## src/rtl/hs_arbiter2.sv

```systemverilog
// hs_arbiter2: two-requester round-robin arbiter merging two-phase bundled-data channels onto one.
// Define HS_ARB_SYNC_EN to pass every incoming handshake wire through a two-flop synchronizer.

`ifdef HS_ARB_SYNC_EN
module hs_arb2_sync #(
  parameter int STAGES = 2
) (
  input  logic clock,
  input  logic reset,
  input  logic d,
  output logic q
);
  logic [STAGES-1:0] pipe;

  always_ff @(posedge clock) begin
    if (reset) pipe <= '0;
    else       pipe <= {pipe[STAGES-2:0], d};
  end

  assign q = pipe[STAGES-1];
endmodule
`endif

// One requester lane: optional req synchronizer, the lane's ack register and its pending flag.
module hs_arb2_port (
  input  logic clock,
  input  logic reset,
  input  logic req,
  input  logic ack_toggle,
  output logic ack,
  output logic pending
);
  logic req_s;

`ifdef HS_ARB_SYNC_EN
  hs_arb2_sync u_sync (.clock(clock), .reset(reset), .d(req), .q(req_s));
`else
  assign req_s = req;
`endif

  always_ff @(posedge clock) begin
    if (reset)           ack <= 1'b0;
    else if (ack_toggle) ack <= ~ack;
  end

  assign pending = req_s ^ ack;
endmodule

module hs_arbiter2 #(
  parameter int DATA_WIDTH = 8
) (
  input  logic                  clock,
  input  logic                  reset,
  input  logic                  io_In0_HS_Req,
  output logic                  io_In0_HS_Ack,
  input  logic [DATA_WIDTH-1:0] io_In0_Data,
  input  logic                  io_In1_HS_Req,
  output logic                  io_In1_HS_Ack,
  input  logic [DATA_WIDTH-1:0] io_In1_Data,
  output logic                  io_Out_HS_Req,
  input  logic                  io_Out_HS_Ack,
  output logic [DATA_WIDTH-1:0] io_Out_Data,
  output logic                  io_Grant,
  output logic                  io_Busy
);
  localparam int NUM_REQ = 2;

  typedef enum logic {IDLE, WAIT_OUT} state_t;

  state_t                               state;
  logic   [NUM_REQ-1:0]                 req, ack, pending, ack_toggle;
  logic   [NUM_REQ-1:0][DATA_WIDTH-1:0] data;
  logic                                 ptr, winner, out_ack_s, out_done;

  assign req  = {io_In1_HS_Req, io_In0_HS_Req};
  assign data = {io_In1_Data, io_In0_Data};

  for (genvar i = 0; i < NUM_REQ; i++) begin : g_port
    hs_arb2_port u_port (
      .clock      (clock),
      .reset      (reset),
      .req        (req[i]),
      .ack_toggle (ack_toggle[i]),
      .ack        (ack[i]),
      .pending    (pending[i])
    );
  end

`ifdef HS_ARB_SYNC_EN
  hs_arb2_sync u_out_sync (.clock(clock), .reset(reset), .d(io_Out_HS_Ack), .q(out_ack_s));
`else
  assign out_ack_s = io_Out_HS_Ack;
`endif

  assign out_done      = (out_ack_s == io_Out_HS_Req);
  assign io_In0_HS_Ack = ack[0];
  assign io_In1_HS_Ack = ack[1];

  // A lone requester wins outright; a tie goes to the round-robin pointer.
  always_comb begin
    winner = ptr;
    if (pending[1] && !pending[0])      winner = 1'b1;
    else if (pending[0] && !pending[1]) winner = 1'b0;
  end

  // Only the granted lane's ack flips, and only once the shared channel has completed.
  assign ack_toggle = (state == WAIT_OUT && out_done) ? (io_Grant ? 2'b10 : 2'b01) : 2'b00;

  always_ff @(posedge clock) begin
    if (reset) begin
      state         <= IDLE;
      ptr           <= 1'b0;
      io_Grant      <= 1'b0;
      io_Busy       <= 1'b0;
      io_Out_HS_Req <= 1'b0;
      io_Out_Data   <= '0;
    end else begin
      case (state)
        IDLE: begin
          if (|pending) begin
            io_Out_Data   <= data[winner];
            io_Grant      <= winner;
            ptr           <= ~winner;
            io_Out_HS_Req <= ~io_Out_HS_Req;
            io_Busy       <= 1'b1;
            state         <= WAIT_OUT;
          end
        end
        WAIT_OUT: begin
          if (out_done) begin
            io_Busy <= 1'b0;
            state   <= IDLE;
          end
        end
        default: state <= IDLE;
      endcase
    end
  end
endmodule
```

## config.mk

```make
export PLATFORM = sky130hd
export DESIGN_NAME = hs_arbiter2
export DESIGN_NICKNAME = d
export VERILOG_FILES = /design/src/rtl/hs_arbiter2.sv
export SDC_FILE = /design/constraint.sdc
export NUM_CORES = 1
export LEC_CHECK = 0
export ABC_CLOCK_PERIOD_IN_PS = 1900
export CAP_MARGIN = 20
export CELL_PAD_IN_SITES_DETAIL_PLACEMENT = 0
export CELL_PAD_IN_SITES_GLOBAL_PLACEMENT = 1
export CORE_MARGIN = 1
export CORE_UTILIZATION = 34
export CTS_BUF_LIST = sky130_fd_sc_hd__clkbuf_8
export CTS_CLUSTER_SIZE = 8
export DETAILED_ROUTE_END_ITERATION = 8
export PLACE_DENSITY_LB_ADDON = 0.15
export SLEW_MARGIN = 20
export SYNTH_ARGS = -nofsm -noshare
export SYNTH_HDL_FRONTEND = slang
export SYNTH_SLANG_ARGS = --single-unit
```

## constraint.sdc

```tcl
create_clock -name clock -period 1.9 [get_ports clock]
set_input_delay 0.19 -clock clock [delete_from_list [all_inputs] [get_ports clock]]
set_output_delay 0.19 -clock clock [all_outputs]
set_load 0.05 [all_outputs]
```

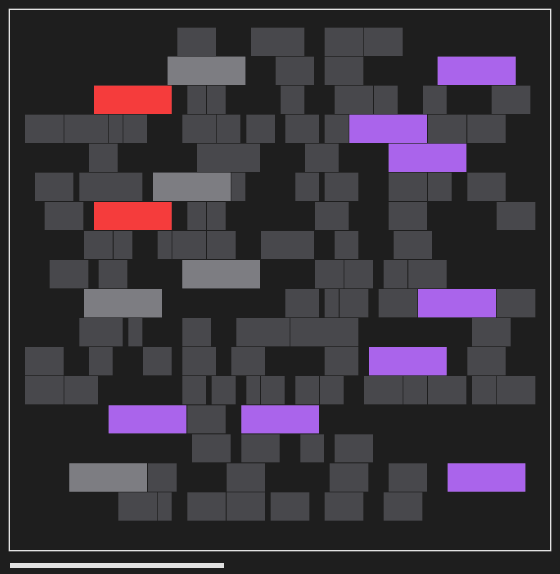
Fig. 1. Sequential cells colored by netlist name (run 1).
Scale bar: 20 um. Other sequential cells in the stronger gray, the rest of the logic in the fainter gray.
- purple: `io_Out_Data` (flops 8)
- red: `g_port.u_port.ack` (flops 2)
- not colored: 5

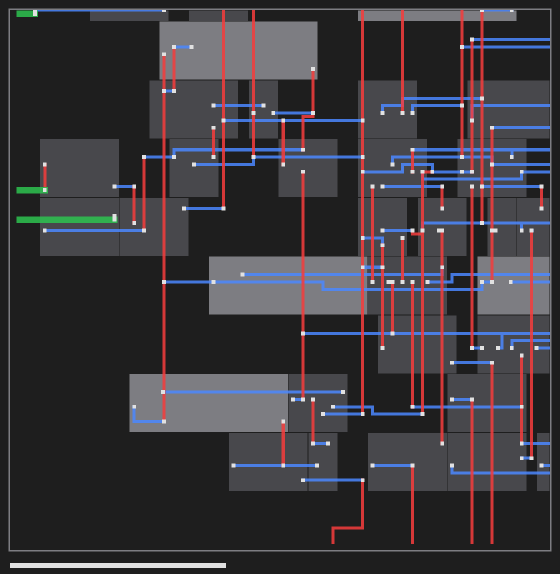
Fig. 2. A small window of the routed layout (run 1).
Scale bar: 10 um. Region (0, 0) to (25, 25) um. Cells in gray, sequential cells in the stronger gray; small squares are vias.
- green: metal 3
- red: metal 2
- blue: metal 1
- sequential cells in the window: 3
- most frequent: clkdlybuf4s50_1 (7), dfxtp_1 (3)
- cells with their middle in the window: 27

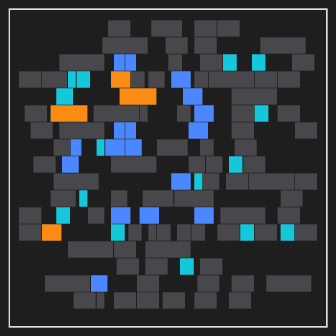
Fig. 3. Logic cells by family (run 1).
- orange: XOR/XNOR gates (cells 4)
- cyan: NOR gates (cells 15)
- blue: inverting AOI/OAI gates (cells 17)

==> out/summary.log, run 1 <==
qor: critical_path.timing.critical_path.required 1.71 ns
qor: placement.post-place-ws 0.117 ns
qor: critical_path.endpoint_kind primary output
qor: placement.dp_cells 141
qor: routing.wl_met3 100 um
qor: yosys.synthesis.instances 81
qor: cts.clkTransAtPathRegs 0.06 ns
qor: routing.wl_per_cell 13.3 um
qor: die.i_o_pin_total 34
qor: critical_path.worstReg2RegEnd io_Out_Data[6]
qor: critical_path.cp-startpoint g_port[1].u_port.ack
qor: cts.post-cts-setup-buffer-count 0
qor: critical_path.critical-path-max-stage-delay 0.84 ns
qor: layout.flow.area_growth_from_synthesis 50.7%
qor: routing.initialDrtViolationCount 7
qor: critical_path.cp_cell_sequence clkdlybuf4s50_1
qor: power.share_comb_of_total_power 43.2%
qor: critical_path.worst_r2r_path_depth 4
qor: layout.seq_cells 15
qor: cts.cts_root_buf sky130_fd_sc_hd__clkbuf_8
qor: power.leakage_power 0.448 nW
qor: die.floorplan.initialDensity 36.3%
qor: cts.cts_repair_resized_insts 0
qor: critical_path.worst_r2r_startpoint g_port[1].u_port.ack
qor: cts.cts_tree built
qor: power.p_seq 0.426 mW
qor: grt.grt_usage 15.8%
qor: yosys.post_synth_edffs 0
qor: layout.comb_share 37.5%
qor: placement.port_buffers 33
qor: yosys.area_fraction_in_mux_cells 2.81%
qor: yosys.yosys_warnings 0
qor: layout.nets 139
qor: layout.non_clock_buffer_count 38
qor: grt.globalRoute.busiestLayer met2
qor: flow_run.warning_count 26
qor: layout.insertedDiodeCount 0
qor: cts.cts_hold_buffers 0
qor: yosys.cell_count_in_the_yosys_report 81
qor: die.fp.coreArea 2210 um^2
qor: yosys.synthDistinctLibCells 26
qor: yosys.post_synth.cell_area_avg 9.90 um^2
qor: final_timing.timing.hold.ws 0.456 ns
qor: layout.fillerInstances 212
qor: grt.overflow 0
qor: layout.stdcell_count 145
qor: final_timing.worst_slew_margin_rel 63.5%
qor: routing.drc 0
qor: layout.total_area_of_sequential_cells 300 um^2
qor: yosys.ys_area 802 um^2
qor: yosys.post_synth_design_cell_area 802 um^2
qor: layout.finish.utilization 54.6%
qor: power.vdd_drop_max 0.000440 V
qor: power.share_seq_of_total_power 35.6%
qor: routing.dr.pass1.iters 4
qor: hold_path.min_path_type flip-flop to flip-flop
qor: grt.maximum_number_of_pins_on_one_net_before_global_route_repair 15
qor: die.tapCellCount 28
qor: yosys.syn-num-nets 102
qor: yosys.synth_dominant_cell_count sky130_fd_sc_hd__dfxtp_1
qor: final_timing.clock_skew 0.00205 ns
qor: cts.cts-buffers-inserted 3
qor: layout.n_multi_input_combinational_cell 58
qor: cts.clock_path_buffers 2
qor: critical_path.timing.critical_path.buf_inv 1
qor: final_timing.final-hold-violation-count 0
qor: die.die-height 50.6 um
qor: cts.clkSinkCount 15
qor: placement.place_area 1160 um^2
qor: power.switching_share 38.4%
qor: final_timing.fmaxAchievable 582 MHz
qor: critical_path.crit_type flip-flop to primary output
qor: critical_path.critical_path_depth 1
qor: die.die.size.x 50.6 um
qor: run_status.status complete, no violations
qor: yosys.aoi_share 28.9%
qor: layout.sequential_portion_of_the_cell_area 24.8%
qor: die.die_area 2560 um^2
qor: layout.layout.clock.cell_area_share 3.73%
qor: critical_path.crit_path_max_fanout 5
qor: flow_run.cap_viol_max_count 0
qor: die.std_cell_rows 17
-- run 1: cells in the final DEF, fill, tap and decap left out, drive strengths merged --
cell type and n:
clkdlybuf4s50 33, dfxtp 15, nor2b 10, nand2b 8, a2111oi 8, a221o 8
buf 5, nor2 4, inv 3, a21oi 3, clkbuf 3, mux2 2
o21ai 2, xnor2 2, xor2 2, a21o 1, o211a 1, o211ai 1
a211oi 1, a311oi 1, or3 1, o31ai 1, or4 1, nor3b 1
-- run 1: flip-flops by register name, indices dropped and copies added, names as in the netlist --
name               count
io_Out_Data            8
g_port.u_port.ack      2
io_Busy                1
io_Grant               1
io_Out_HS_Req          1
ptr                    1
state                  1
Fig. 4: run 1, I/O nets highlighted
Scale bar: 20 um.
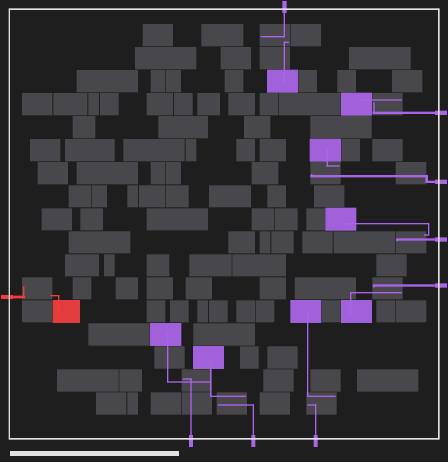

--- run 2 (diff from run 1) ---
--- a/config.mk
+++ b/config.mk
@@ -5,7 +5,7 @@
 export SDC_FILE = /design/constraint.sdc
 export NUM_CORES = 1
 export LEC_CHECK = 0
-export ABC_CLOCK_PERIOD_IN_PS = 1900
+export ABC_CLOCK_PERIOD_IN_PS = 2050
 export CAP_MARGIN = 20
 export CELL_PAD_IN_SITES_DETAIL_PLACEMENT = 0
 export CELL_PAD_IN_SITES_GLOBAL_PLACEMENT = 1
==> constraint.sdc (replaced) <==
create_clock -name clock -period 2.05 [get_ports clock]
set_input_delay 0.205 -clock clock [delete_from_list [all_inputs] [get_ports clock]]
set_output_delay 0.205 -clock clock [all_outputs]
set_load 0.05 [all_outputs]
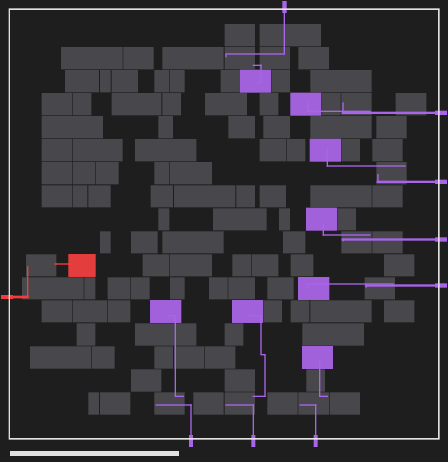
Fig. 5. I/O nets highlighted (run 2).
Scale bar: 20 um.
- red: `io_Out_HS_Ack` (bits 1; direction input; end cells 1; wire 7.50 um)
- purple: `io_In1_Data` (bits 8; direction input; end cells 8; wire 141 um)

==> out/summary.log, run 2 <==
qor: die.std_cell_rows 17
qor: power.leakage_power 0.437 nW
qor: layout.sequential_portion_of_the_cell_area 25.1%
qor: critical_path.critical_path_depth 1
qor: critical_path.endpoint_kind primary output
qor: critical_path.crit_type flip-flop to primary output
qor: power.p_seq 0.394 mW
qor: power.vdd_drop_max 0.000500 V
qor: critical_path.cp_cell_sequence clkdlybuf4s50_1
qor: flow_run.cap_viol_max_count 0
qor: cts.cts_repair_resized_insts 0
qor: layout.flow.area_growth_from_synthesis 49.0%
qor: layout.fillerInstances 215
qor: critical_path.critPathTopFamily buffers and inverters
qor: layout.layout.clock.cell_area_share 3.87%
qor: cts.post-cts-setup-buffer-count 0
qor: cts.clkTransAtPathRegs 0.07 ns
qor: layout.total_area_of_sequential_cells 300 um^2
qor: yosys.yosys_warnings 0
qor: critical_path.worst_r2r_path_depth 3
qor: critical_path.crit_path_max_fanout 5
qor: grt.maximum_number_of_pins_on_one_net_before_global_route_repair 15
qor: cts.cts-buffers-inserted 3
qor: layout.largest_register_ff_count 8
qor: die.die_area 2560 um^2
qor: hold_path.min_path_type flip-flop to flip-flop
qor: yosys.post_synth.cell_area_avg 9.90 um^2
qor: yosys.ys_area 802 um^2
qor: layout.tally_of_clock_buffers_in_the_finished_layout 3
qor: yosys.syn-num-nets 102
qor: placement.post-place-ws 0.272 ns
qor: yosys.synth_dominant_cell_count sky130_fd_sc_hd__dfxtp_1
qor: die.floorplan.initialDensity 36.3%
qor: final_timing.period_used_share 84.6%
qor: grt.overflow 0
qor: layout.regMostFlops io_Out_Data
qor: placement.place_area 1150 um^2
qor: critical_path.timing.critical_path.buf_inv 1
qor: yosys.post_synth_design_cell_area 802 um^2
qor: final_timing.clock_skew 0.00316 ns
qor: power.share_comb_of_total_power 42.3%
qor: final_timing.final-hold-violation-count 0
qor: layout.top_regs io_Out_Data (8), g_port.u_port.ack (2)
qor: layout.nets 137
qor: layout.layout_top_cell sky130_fd_sc_hd__clkdlybuf4s50_1
qor: layout.mostFrequentLayoutCells sky130_fd_sc_hd__clkdlybuf4s50_1 (33), sky130_fd_sc_hd__dfxtp_1 (15), sky130_fd_sc_hd__nor2b_1 (10)
qor: die.tapCellCount 28
qor: power.switching_share 38.8%
qor: yosys.post_synth_edffs 0
qor: critical_path.critical-path-max-stage-delay 0.85 ns
qor: power.maxPowerGroup combinational cells
qor: die.fp.coreArea 2210 um^2
qor: cts.cts_hold_buffers 0
qor: cts.clock_path_buffers 2
qor: layout.non_clock_buffer_count 36
qor: die.i_o_pin_total 34
qor: layout.drive_gt1_share 10.4%
qor: routing.dr.pass1.iters 4
qor: placement.place.gp.congestion 0.761
qor: critical_path.timing.critical_path.required 1.85 ns
qor: cts.cts_root_buf sky130_fd_sc_hd__clkbuf_8
qor: final_timing.worst_slew_margin_rel 62.1%
qor: die.die.size.x 50.6 um
qor: layout.seq_cells 15
qor: routing.wl_per_cell 13.2 um
qor: placement.dp_cells 139
qor: placement.port_buffers 33
qor: cts.cts_tree built
qor: layout.stdcell_count 143
qor: flow_run.warning_count 26
qor: run_status.status complete, no violations
qor: routing.drc 0
qor: yosys.synthDistinctLibCells 26
qor: final_timing.fmaxAchievable 576 MHz
qor: final_timing.timing.hold.ws 0.458 ns
qor: routing.initialDrtViolationCount 12
qor: layout.insertedDiodeCount 0
qor: power.share_seq_of_total_power 35.5%
qor: grt.grt_usage 15.7%
qor: die.die-height 50.6 um
qor: power.power_density_over_the_cells 927 nW/um^2
qor: layout.finish.utilization 54.0%
qor: layout.n_multi_input_combinational_cell 58
qor: final_timing.worstMarginPinSlew 0.565 ns
qor: yosys.cell_count_in_the_yosys_report 81
qor: yosys.ys_seq_share 37.4%
qor: cts.clkSinkCount 15
qor: yosys.synthesis.instances 81
qor: layout.comb_share 37.9%
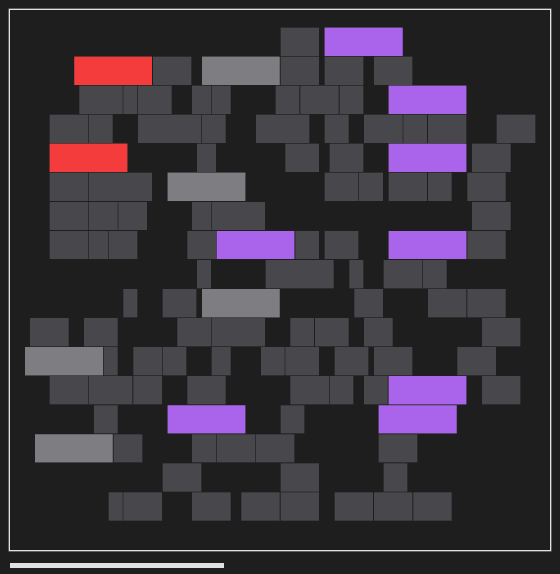
Fig. 6. Sequential cells colored by netlist name (run 2).
Scale bar: 20 um. Other sequential cells in the stronger gray, the rest of the logic in the fainter gray.
- red: `g_port.u_port.ack` (flops 2)
- purple: `io_Out_Data` (flops 8)
- not colored: 5

==> run 2: cell counts after synthesis <==
No cell type changed its count.
==> run 2: worst paths after layout <==
check | end | startpoint | slack, ns
setup / recovery | io_In1_HS_Ack | g_port[1].u_port.ack | 0.31
hold / removal | io_Busy | io_Busy | 0.46
hold reg to reg | io_Busy | io_Busy | 0.46
setup reg to reg | io_Out_HS_Req | g_port[0].u_port.ack | 0.55
==> run 2: cell families after synthesis <==
family	after synthesis	synth area share, %
compound gates	27	28.9
simple gates	25	18.6
flops	15	37.4
buf+inv	8	6.08
xor+xnor	4	6.24
mux	2	2.81
==> run 2: layer usage <==
| metal | GRT usage, % | wire length, um |
|---|---|---|
| met4 | 6.94 | 9 |
| met5 | 0 | 0 |
| met2 | 25.6 | 861 |
| met1 | 19.4 | 910 |
| met3 | 3.64 | 103 |
Power and IR drop assume default switching activity.
